Fig. 1: pin map
Scale: 6 px per um. Pins as bars across the die edge, other pins in grey.
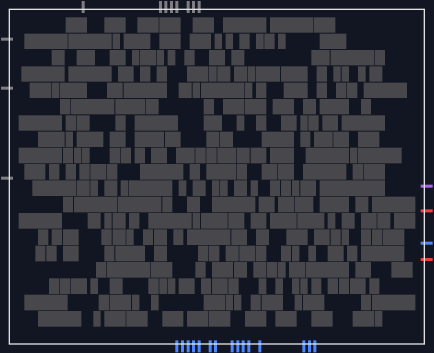
Fig. 2: wiring by layer
Scale: 4 px per um. Two of the layers only.
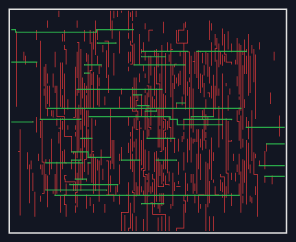
Fig. 3: I/O nets highlighted
Scale: 4 px per um.
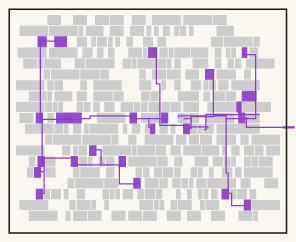
Fig. 4: met2 routing
Scale: 6 px per um.
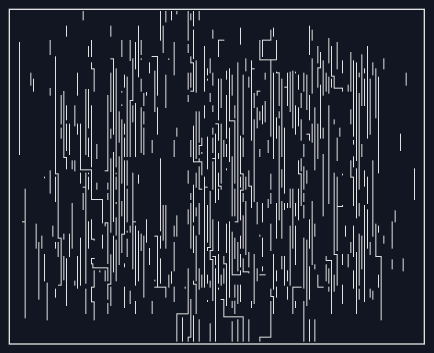
### src/rtl/st7789_spi_tx.sv
// ============================================================================
// Module   : st7789_spi_tx
// Brief    : AXI-Stream to SPI serializer for ST7789-class panels, with
//            TKEEP lane dropping, TLAST-framed chip select and a CS-high gap.
// Revision : 1.0 - initial release
// ============================================================================
`default_nettype none

module st7789_spi_tx #(
    parameter int BYTES_PER_BEAT = 2,
    parameter int CLK_DIV        = 4,
    parameter int CPOL           = 1,
    parameter int CS_HOLD        = 2
) (
    input  logic                        CLK,
    input  logic                        RESETN,
    input  logic [8*BYTES_PER_BEAT-1:0] S_AXIS_TDATA,
    input  logic [BYTES_PER_BEAT-1:0]   S_AXIS_TKEEP,
    input  logic                        S_AXIS_TUSER,
    input  logic                        S_AXIS_TVALID,
    input  logic                        S_AXIS_TLAST,
    output logic                        S_AXIS_TREADY,
    output logic                        LCD_CS,
    output logic                        LCD_DC,
    output logic                        LCD_SDA,
    output logic                        LCD_SCK,
    output logic                        BUSY,
    output logic                        FRAME_DONE
);

    localparam int c_w      = 8 * BYTES_PER_BEAT;
    localparam int c_bits_w = $clog2(c_w + 1);
    localparam int c_cnt_w  = (CLK_DIV > 2) ? $clog2(CLK_DIV) : 1;
    localparam int c_gap_w  = (CS_HOLD > 1) ? $clog2(CS_HOLD) : 1;

    localparam logic [c_cnt_w-1:0] c_cnt_last = c_cnt_w'(CLK_DIV - 1);
    localparam logic [c_cnt_w-1:0] c_cnt_half = c_cnt_w'(CLK_DIV / 2);
    localparam logic [c_cnt_w-1:0] c_cnt_pre  = c_cnt_w'(CLK_DIV / 2 - 1);
    localparam logic [c_gap_w-1:0] c_gap_last = c_gap_w'(CS_HOLD - 1);
    localparam logic               c_sck_idle = (CPOL != 0);

    typedef enum logic [1:0] {
        S_IDLE  = 2'd0,
        S_SHIFT = 2'd1,
        S_GAP   = 2'd2
    } state_t;

    state_t               r_state, w_state_nxt;
    logic [c_cnt_w-1:0]   r_cnt, w_cnt_nxt;
    logic [c_bits_w-1:0]  r_bits, w_bits_nxt;
    logic [c_w-1:0]       r_shift, w_shift_nxt;
    logic [c_gap_w-1:0]   r_gap, w_gap_nxt;
    logic                 r_last, w_last_nxt;
    logic                 r_cs, w_cs_nxt;
    logic                 r_dc, w_dc_nxt;
    logic                 r_sda, w_sda_nxt;
    logic                 r_sck, w_sck_nxt;
    logic                 r_ready, w_ready_nxt;
    logic                 r_done, w_done_nxt;

    logic                 w_accept;
    logic [c_w-1:0]       w_lane, w_acc, w_packed;
    logic [c_bits_w-1:0]  w_nbits;

    // Kept lanes are compacted towards the MSB end so shifting never skips.
    always_comb begin
        w_lane  = '0;
        w_acc   = '0;
        w_nbits = '0;
        for (int i = BYTES_PER_BEAT - 1; i >= 0; i--) begin
            if (S_AXIS_TKEEP[i]) begin
                w_lane      = '0;
                w_lane[7:0] = S_AXIS_TDATA[8*i +: 8];
                w_acc       = (w_acc << 8) | w_lane;
                w_nbits     = w_nbits + c_bits_w'(8);
            end
        end
        w_packed = w_acc << (c_bits_w'(c_w) - w_nbits);
    end

    always_comb begin
        w_state_nxt = r_state;
        w_cnt_nxt   = r_cnt;
        w_bits_nxt  = r_bits;
        w_shift_nxt = r_shift;
        w_gap_nxt   = r_gap;
        w_last_nxt  = r_last;
        w_cs_nxt    = r_cs;
        w_dc_nxt    = r_dc;
        w_sda_nxt   = r_sda;
        w_done_nxt  = 1'b0;
        w_accept    = S_AXIS_TVALID && r_ready;

        case (r_state)
            S_IDLE: begin
                if (w_accept) begin
                    w_shift_nxt = w_packed;
                    w_last_nxt  = S_AXIS_TLAST;
                    w_dc_nxt    = S_AXIS_TUSER;
                    w_cnt_nxt   = '0;
                    w_gap_nxt   = '0;
                    if (w_nbits != '0) begin
                        w_state_nxt = S_SHIFT;
                        w_cs_nxt    = 1'b0;
                        w_bits_nxt  = w_nbits - 1'b1;
                        w_sda_nxt   = w_packed[c_w-1];
                    end else if (S_AXIS_TLAST) begin
                        w_state_nxt = S_GAP;
                        w_cs_nxt    = 1'b1;
                        w_done_nxt  = 1'b1;
                    end else begin
                        w_cs_nxt    = 1'b0;
                    end
                end
            end
            S_SHIFT: begin
                if (r_cnt == c_cnt_last) begin
                    w_cnt_nxt = '0;
                    if (r_bits == '0) begin
                        if (r_last) begin
                            w_state_nxt = S_GAP;
                            w_cs_nxt    = 1'b1;
                            w_done_nxt  = 1'b1;
                            w_gap_nxt   = '0;
                        end else begin
                            w_state_nxt = S_IDLE;
                        end
                    end else begin
                        w_bits_nxt  = r_bits - 1'b1;
                        w_shift_nxt = r_shift << 1;
                        // Low-idle clock: next bit goes out on the falling edge at the wrap.
                        if (!c_sck_idle) w_sda_nxt = r_shift[c_w-2];
                    end
                end else begin
                    w_cnt_nxt = r_cnt + 1'b1;
                    // High-idle clock: data changes on the mid-period falling edge.
                    if (c_sck_idle && r_cnt == c_cnt_pre) w_sda_nxt = r_shift[c_w-1];
                end
            end
            S_GAP: begin
                if (r_gap == c_gap_last) w_state_nxt = S_IDLE;
                else                     w_gap_nxt   = r_gap + 1'b1;
            end
            default: w_state_nxt = S_IDLE;
        endcase

        w_ready_nxt = (w_state_nxt == S_IDLE);
        w_sck_nxt   = (w_state_nxt == S_SHIFT && w_cnt_nxt >= c_cnt_half) ? ~c_sck_idle : c_sck_idle;
    end

    always_ff @(posedge CLK) begin
        if (!RESETN) begin
            r_state <= S_IDLE;
            r_cnt   <= '0;
            r_bits  <= '0;
            r_shift <= '0;
            r_gap   <= '0;
            r_last  <= 1'b0;
            r_cs    <= 1'b1;
            r_dc    <= 1'b0;
            r_sda   <= 1'b0;
            r_sck   <= c_sck_idle;
            r_ready <= 1'b0;
            r_done  <= 1'b0;
        end else begin
            r_state <= w_state_nxt;
            r_cnt   <= w_cnt_nxt;
            r_bits  <= w_bits_nxt;
            r_shift <= w_shift_nxt;
            r_gap   <= w_gap_nxt;
            r_last  <= w_last_nxt;
            r_cs    <= w_cs_nxt;
            r_dc    <= w_dc_nxt;
            r_sda   <= w_sda_nxt;
            r_sck   <= w_sck_nxt;
            r_ready <= w_ready_nxt;
            r_done  <= w_done_nxt;
        end
    end

    assign S_AXIS_TREADY = r_ready;
    assign LCD_CS        = r_cs;
    assign LCD_DC        = r_dc;
    assign LCD_SDA       = r_sda;
    assign LCD_SCK       = r_sck;
    assign FRAME_DONE    = r_done;
    assign BUSY          = (r_state != S_IDLE) || !r_cs;

endmodule

`default_nettype wire

### config.mk
export PLATFORM = sky130hd
export DESIGN_NAME = st7789_spi_tx
export DESIGN_NICKNAME = d
export VERILOG_FILES = /design/src/rtl/st7789_spi_tx.sv
export SDC_FILE = /design/constraint.sdc
export NUM_CORES = 1
export LEC_CHECK = 0
export ABC_AREA = 0
export CAP_MARGIN = 10
export CORE_ASPECT_RATIO = 0.8
export CORE_UTILIZATION = 53
export CTS_CLUSTER_DIAMETER = 200
export DETAILED_ROUTE_END_ITERATION = 12
export PLACE_DENSITY = 0.75
export SYNTH_ARGS = -nofsm -noshare
export SYNTH_HDL_FRONTEND = slang
export SYNTH_SLANG_ARGS = --single-unit
### constraint.sdc
create_clock -name CLK -period 2.11 [get_ports CLK]
set_input_delay 0.3165 -clock CLK [delete_from_list [all_inputs] [get_ports CLK]]
set_output_delay 0.3165 -clock CLK [all_outputs]
set_load 0.005 [all_outputs]
==> Table 3: Implementation characteristics <==
Table: implementation figures

Parameter                              Value

Clock network
  Clock buffer count from CTS    5
  Clock latency on the worst-skew pair    0.29 ns
  Number of clock sinks    33
  Maximum buffer depth of the clock tree    2
  Count of cells resized by post-cts repair    0
  Number of hold-repair buffers added at the cts stage    0
  Clock transition time at the flip-flop clock pins of the worst setup and hold paths    0.06 ns

Worst setup path
  Capturing element type of the critical path    flip-flop
  Timing endpoint of the critical path    r_bits[2]
  Crit path kind    input port to flip-flop
  Kind of cell adding the most delay to the critical path    AND-OR/OR-AND gates
  Crit. Startpoint    S_AXIS_TKEEP[0]
  Critical path's slowest cell    sky130_fd_sc_hd__clkdlybuf4s50_1
  Start of the worst register-to-register path    r_state[1]
  Peak per-stage delay on the critical path    between 0.4 and 0.5 ns
  Buffering stage count on the worst path with inverters included    2
  Critical Path AT    2.15 ns

Layout
  Layout Cell Area excl Fill    0.002386 mm2
  Sequential standard cell area    about 660 um2
  Registers with the highest flip-flop counts    r_shift x16, r_bits x5
  Flip-flops    33
  Number of signal-net buffers in the layout    approximately 45
  Share of cells above drive strength 1    between 10% and 20%
  Signal inverters    7
  Most used logic cell in the final layout    sky130_fd_sc_hd__nand2_1
  Layout filler cell count    299
  Antenna Diode Count    0
  Comb gate area    0.001120 mm2
  Clock tree cell share of total cell area    around 4.4%
  Max FFs per register    16
  Most numerous logic cells after layout    41 x sky130_fd_sc_hd__nand2_1, 33 x sky130_fd_sc_hd__dfxtp_1, 29 x sky130_fd_sc_hd__clkdlybuf4s50_1, 28 x sky130_fd_sc_hd__a21oi_1, 16 x sky130_fd_sc_hd__o21ai_1

Timing
  Slew at the pin closest to its max-slew limit    0.5087 ns
  Post-Route Skew    0.007321 ns
  Maximum clock rate    519.4 MHz
  Worst slack on hold paths    0.4582 ns
  Final hold violation count    0
  Final critical-path required period    1.925 ns
  Total negative slack    0 ns

Routing
  DRC errors left    0
  Initial DRC Count    152

Placement
  Gp weighted congestion    0.9299
  Post-DP HPWL    3616 um

Global routing
  Pin count of the biggest net entering global routing    33

Logic synthesis
  Chip area in the Yosys report    roughly 0.0019 mm2
  Number of distinct library cell variants in the gate-level netlist after synthesis    around 46
  Main area contributors    sky130_fd_sc_hd__dfxtp_1 35%, sky130_fd_sc_hd__nand2_1 8.1%, sky130_fd_sc_hd__a21oi_1 7.4%, sky130_fd_sc_hd__o21ai_1 4.2%, sky130_fd_sc_hd__ha_1 4.0%
  Synth Seq Share    34.78%
  Post-synth tally of flip-flops with integrated enable    0
  Most frequent cells after synthesis    41 x sky130_fd_sc_hd__nand2_1, 33 x sky130_fd_sc_hd__dfxtp_1, 28 x sky130_fd_sc_hd__a21oi_1

Pwr
  Power per cell area    roughly 700 mW/mm2
  Sum of internal, switching and leakage power    1.641 mW
  Peak supply drop    0.4794 mV
  Switching share of power    approximately 28%

Flow run
  Number of max-capacitance violations reported    0
  Number of warning messages in the logs    29

Floorplanning
  Number of placed I/O pins    30
  Horizontal die dimension    68.93 um
  Core Density at Floorplan    55.48%
  Total die size    0.003829 mm2
  Tapcells    42

Outcome
  Run status    finished, final reports clean

Hold path
  Hold Path Stages    2
About Fig. 1:
Key: purple = RESETN [pins 1, direction input, edge right]; blue = S_AXIS_TDATA [pins 16, direction input, edge 15 bottom, 1 right]; red = S_AXIS_TKEEP [pins 2, direction input, edge right]
All pins by edge: 15 bottom, 8 top, 4 right, 3 left.

About Fig. 2:
Key: green = met3 [wire length 386 um]; red = met2 [wire length 2160 um]
total wirelength of the detailed-routed design: 5140 um
Overall Global Routing Usage: 29.58%
vias post-DR: 1978
routed len/inst: 16.06 um

About Fig. 3:
Key: purple = RESETN [direction input, edge right, end cells 25, buffers 3, wire 276 um]

About Fig. 4:
The wires run mostly vertical. The layer holds 42% of the routed length. The layer carries 2160 um of wire. The longest straight run is 26.5 um. 259 nets have wire on it.
met2 Track Usage GR: 41.89%

==> cell families after synthesis <==
logic type      count (synthesis)  synth area share, %
compound gates                 89                27.93
mux                             1               0.5270
simple gates                   90                26.55
fa+ha+maj                       6                3.952
flops                          33                34.78
buf+inv                        25                6.259
==> power groups by stage <==
stage,clock network (mW),logic (mW),registers (mW)
floorplan,0,0.218,0.708
global placement,0,0.349,0.717
detailed placement,0,0.354,0.716
CTS,0.580,0.358,0.703
global route,0.607,0.394,0.710
finish,0.574,0.362,0.705
==> routing by layer <==
layer	track usage, %	routed length [um]
met2	41.89	2164
met3	5.992	386
met1	44.77	2541
met5	0	0
met4	8.163	48
Power is estimated from default activity; no workload was simulated.
